$ cat src/rtl/rf_wb_arbiter.sv
// Register-file writeback arbiter: shares one write port between the main
// pipeline and a long-latency unit, with bounded starvation of the long unit.
module rf_wb_arbiter #(
  parameter int unsigned STARVE_LIMIT = 4
) (
  input  logic        clk,
  input  logic        rst_n,
  input  logic        pipe_we_i,
  input  logic [4:0]  pipe_waddr_i,
  input  logic [31:0] pipe_wdata_i,
  input  logic        lu_valid_i,
  input  logic [4:0]  lu_waddr_i,
  input  logic [31:0] lu_wdata_i,
  output logic        lu_ready_o,
  output logic        stall_o,
  output logic        rf_we_o,
  output logic [4:0]  rf_waddr_o,
  output logic [31:0] rf_wdata_o
);

  localparam logic [3:0] LIMIT = 4'(STARVE_LIMIT);

  // Handshake: a long-unit result transfers in any cycle where lu_valid_i and
  // lu_ready_o are both 1; until then the unit holds waddr/wdata stable. A pipe
  // write transfers when pipe_we_i=1 and stall_o=0; while stalled it is held.
  logic [3:0]  cnt;
  logic        force_lu;
  logic        gnt_lu;
  logic        gnt_pipe;
  logic [4:0]  sel_waddr;
  logic [31:0] sel_wdata;

  always_comb begin
    force_lu  = lu_valid_i && (cnt == LIMIT);
    gnt_lu    = lu_valid_i && (!pipe_we_i || force_lu);
    gnt_pipe  = pipe_we_i && !gnt_lu;
    sel_waddr = gnt_lu ? lu_waddr_i : pipe_waddr_i;
    sel_wdata = gnt_lu ? lu_wdata_i : pipe_wdata_i;
  end

  assign lu_ready_o = gnt_lu;
  assign stall_o    = pipe_we_i && gnt_lu;

  // Consecutive cycles the long unit has been denied, saturating at the limit.
  always_ff @(posedge clk or negedge rst_n) begin
    if (!rst_n) begin
      cnt <= '0;
    end else if (gnt_lu || !lu_valid_i) begin
      cnt <= '0;
    end else if (cnt != LIMIT) begin
      cnt <= cnt + 4'd1;
    end
  end

  always_ff @(posedge clk or negedge rst_n) begin
    if (!rst_n) begin
      rf_we_o    <= 1'b0;
      rf_waddr_o <= '0;
      rf_wdata_o <= '0;
    end else if (gnt_lu || gnt_pipe) begin
      // x0 writes are acknowledged but never reach the register file
      rf_we_o    <= (sel_waddr != 5'd0);
      rf_waddr_o <= sel_waddr;
      rf_wdata_o <= sel_wdata;
    end else begin
      rf_we_o    <= 1'b0;
    end
  end

endmodule

$ cat config.mk
export PLATFORM = sky130hd
export DESIGN_NAME = rf_wb_arbiter
export DESIGN_NICKNAME = d
export VERILOG_FILES = /design/src/rtl/rf_wb_arbiter.sv
export SDC_FILE = /design/constraint.sdc
export NUM_CORES = 1
export LEC_CHECK = 0
export CAP_MARGIN = 20
export CELL_PAD_IN_SITES_DETAIL_PLACEMENT = 0
export CELL_PAD_IN_SITES_GLOBAL_PLACEMENT = 2
export CORE_ASPECT_RATIO = 0.5
export CORE_MARGIN = 1
export CORE_UTILIZATION = 23
export CTS_BUF_LIST = sky130_fd_sc_hd__clkbuf_8
export DETAILED_ROUTE_END_ITERATION = 8
export PLACE_DENSITY = 0.83
export SLEW_MARGIN = 20
export SYNTH_ARGS = -nofsm -noshare
export SYNTH_HDL_FRONTEND = slang
export SYNTH_SLANG_ARGS = --single-unit
$ cat constraint.sdc
create_clock -name clk -period 1.9 [get_ports clk]
set_input_delay 0.38 -clock clk [delete_from_list [all_inputs] [get_ports clk]]
set_output_delay 0.38 -clock clk [all_outputs]
set_load 0.005 [all_outputs]
==> images/sizing.png <==
The bar under the picture is 50 um long.
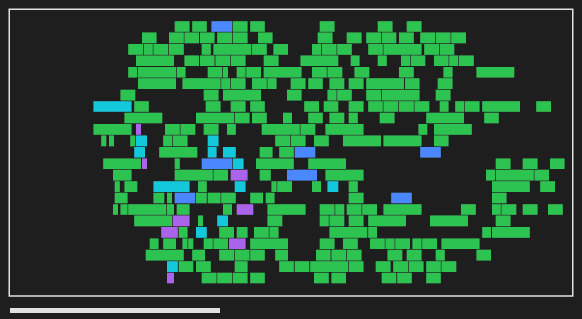
| colour | size | cells | share |
|---|---|---|---|
| purple | x2 | 8 | 2.8% |
| blue | x6 and larger | 7 | 2.5% |
| green | x1 and smaller | 256 | 90% |
| cyan | x3 and x4 | 13 | 4.6% |
Area Overhead vs Synth: 70.0%
worst setup slack after layout: 0.0726 ns
post-route cell area: 3390 um^2
count of buffers not belonging to the clock network in the layout: 128

==> images/route_heat.png <==
The die is cut into 27 by 14 equal tiles; dark blue is low, red is high, scaled to the fullest tile. Values are wire area over tile area, all layers added.
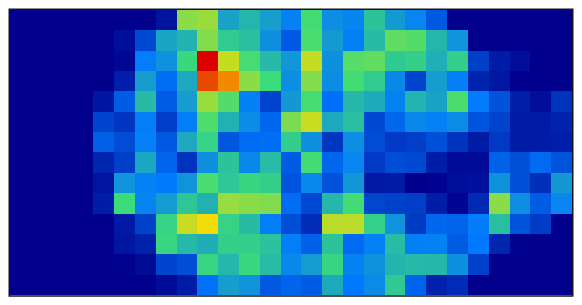
mean over tiles: 0.11
densest ninth of the die: top centre
tiles over half the peak: 9.5%
fullest tile: 0.51
emptiest ninth of the die: lower left
nearly empty tiles: 27%

==> commit_impl_results.txt <==
Add synthesis and place-and-route results

* Final core utilization: 41.3%
* Clock tree buffer count of the final layout: 5
- Count of instantiated cells in the yosys netlist: 162
- Minimum clock period: 1.83 ns
- After synthesis, the cell types taking the most area are sky130_fd_sc_hd__dfrtp_1 53%, sky130_fd_sc_hd__a221o_1 16%, sky130_fd_sc_hd__and2_1 11%.
* Placed inst area: 3300 um^2
- The final layout contains routed wiring with a total length of 6580 um.
- First-iteration detailed-routing DRC count: 172
- Simple-gate portion of the synthesized area: 17.1%
- The longest incremental delay of any stage on the critical path is reported as 0.40 ns.
* Leading cell category by total area: buffers
* Endpoint kind of the worst setup timing path: output port
- Post-synthesis cell type with the largest instance count: sky130_fd_sc_hd__dfrtp_1
- Most frequent logic cells in the routed design: 113 x sky130_fd_sc_hd__clkdlybuf4s50_1, 42 x sky130_fd_sc_hd__dfrtp_1, 33 x sky130_fd_sc_hd__and2_1
- Fin nets: 364
* Cell with the largest stage delay on the worst path: sky130_fd_sc_hd__dfrtp_1
* N_taps: 112
- Between clock sinks in the finished design, the worst skew comes to 0.00198 ns.
* Yosys xor share: 0.878%
- Number of cells produced by synthesis: 162
- R2R cell count: 7
- Clock transition at the registers of the reported paths: 0.08 ns
- Total of cells resized after clock tree synthesis: 8
* Most flops, register: rf_wdata_o
- Number of nets at floorplan: 242
* Adder-cell share of the synthesized area: 1.25%
- TritonCTS created 5 clock buffers.
- OpenROAD emitted warnings numbering 27.
* Fraction of synthesized cell area taken by the top area cell type: 52.7%
- Run status: finished, final reports clean
* Count of distinct cell types in the synthesized netlist: 26
- The register with the most flip-flops in the layout has 32 of them.
* Dominant comb cell: AND-OR/OR-AND gates
- Latency at later pin: 0.30 ns
- Global-route wire length before repair: 10200 um
* Routability congestion estimate from global placement: 0.736
- After synthesis, flip-flops and latches occupy 52.7% of the total area.
* Arrival time reported for the critical path endpoint: 1.45 ns
* Full die area: 9070 um^2
* # rows: 23
- Checking hold timing, the worst path is listed with class input port to async pin.
- Once detailed placement completed, the half-perimeter wirelength came to 4890 um.
- In this run, synthesis inferred 0 flip-flops with an integrated enable.
* Average footprint of a synthesized cell: 12.3 um^2
- Total cell area reported by yosys after synthesis: 1990 um^2
* Largest buffer count on any clock path: 2
- Across the whole layout, storage elements account for 1050 um^2.
- Multi-input comb cells: 103
* Layer carrying the most global-route usage: met2
- Synth Flop Type: sky130_fd_sc_hd__dfrtp_1
* Critical path endpoint: lu_ready_o
* Share of the cycle needed by the critical path after routing: 96.2%
- Setup repair after global routing left no endpoint under its margin.
- The number of antenna violations at the first check in global routing is 0.
- Sum of negative setup slack: 0 ns
- In the synthesized netlist, the cells that appear most often are 42 x sky130_fd_sc_hd__dfrtp_1, 34 x sky130_fd_sc_hd__and2_1, 32 x sky130_fd_sc_hd__a221o_1.
* Post-cts hold buffer count: 0
- The post-synth register bit count is 42.
* Max Fclk: 547 MHz
- Non-clock buffering overhead in the final layout: 37.5%
- Design Power: 2.13 mW
- Number of max-capacitance violations reported: 0
- Die width: 134 um
* Number of vias in the routed layout: 1815
* DRC violations left: 0
- In the finished design the tool counted flip-flops and latches totalling 42.
- Final-layout fill cell count: 791
* Netlist area before placement: 1990 um^2
- Across the whole layout, multi-input logic makes up 24.6% of the cell area.
* Clock-cell share: 2.25%
- Global routing consumed, over all layers together, 14.6% of the routing resources.
* Number of standard cells in the final layout excluding fillers: 396
- Setup violators final: 0
- Required time at the worst-slack endpoint: 1.52 ns
* IR drop worst, VDD: 256 uV
- Of the post-synthesis cell area, the part taken by muxes is 0%.
- Post-synthesis compound-gate area fraction: 21.9%
- After synthesis, the share of flip-flops with an asynchronous set or reset is 100%.
* Root buffer cell: sky130_fd_sc_hd__clkbuf_8
- Total power per unit cell area: 628 nW/um^2
- For this run, the number of Yosys warnings is 0.
where the power goes:
| part | internal [mW] | leakage [nW] | switching (mW) |
|---|---|---|---|
| Sequential | 0.971 | 0.512 | 0.0390 |
| Clock | 0.243 | 0.0466 | 0.313 |
| Combinational | 0.379 | 0.845 | 0.184 |
per-layer routing:
metal | share of wire, % | vias to the layer above
met5 | 0 | -
met4 | 1.7 | 0
met3 | 2.7 | 8
met2 | 53 | 34
met1 | 42 | 924
li1 | - | 849
worst max-delay path: cells and delay by family (launching register included):
kind / cells / cell delay [ns]
flops: 1 / 0.40
simple gates: 2 / 0.28
fa+ha+maj: 1 / 0.15
buf+inv: 3 / 0.33
Power figures rest on the tool's default switching activity, not on a simulated workload.
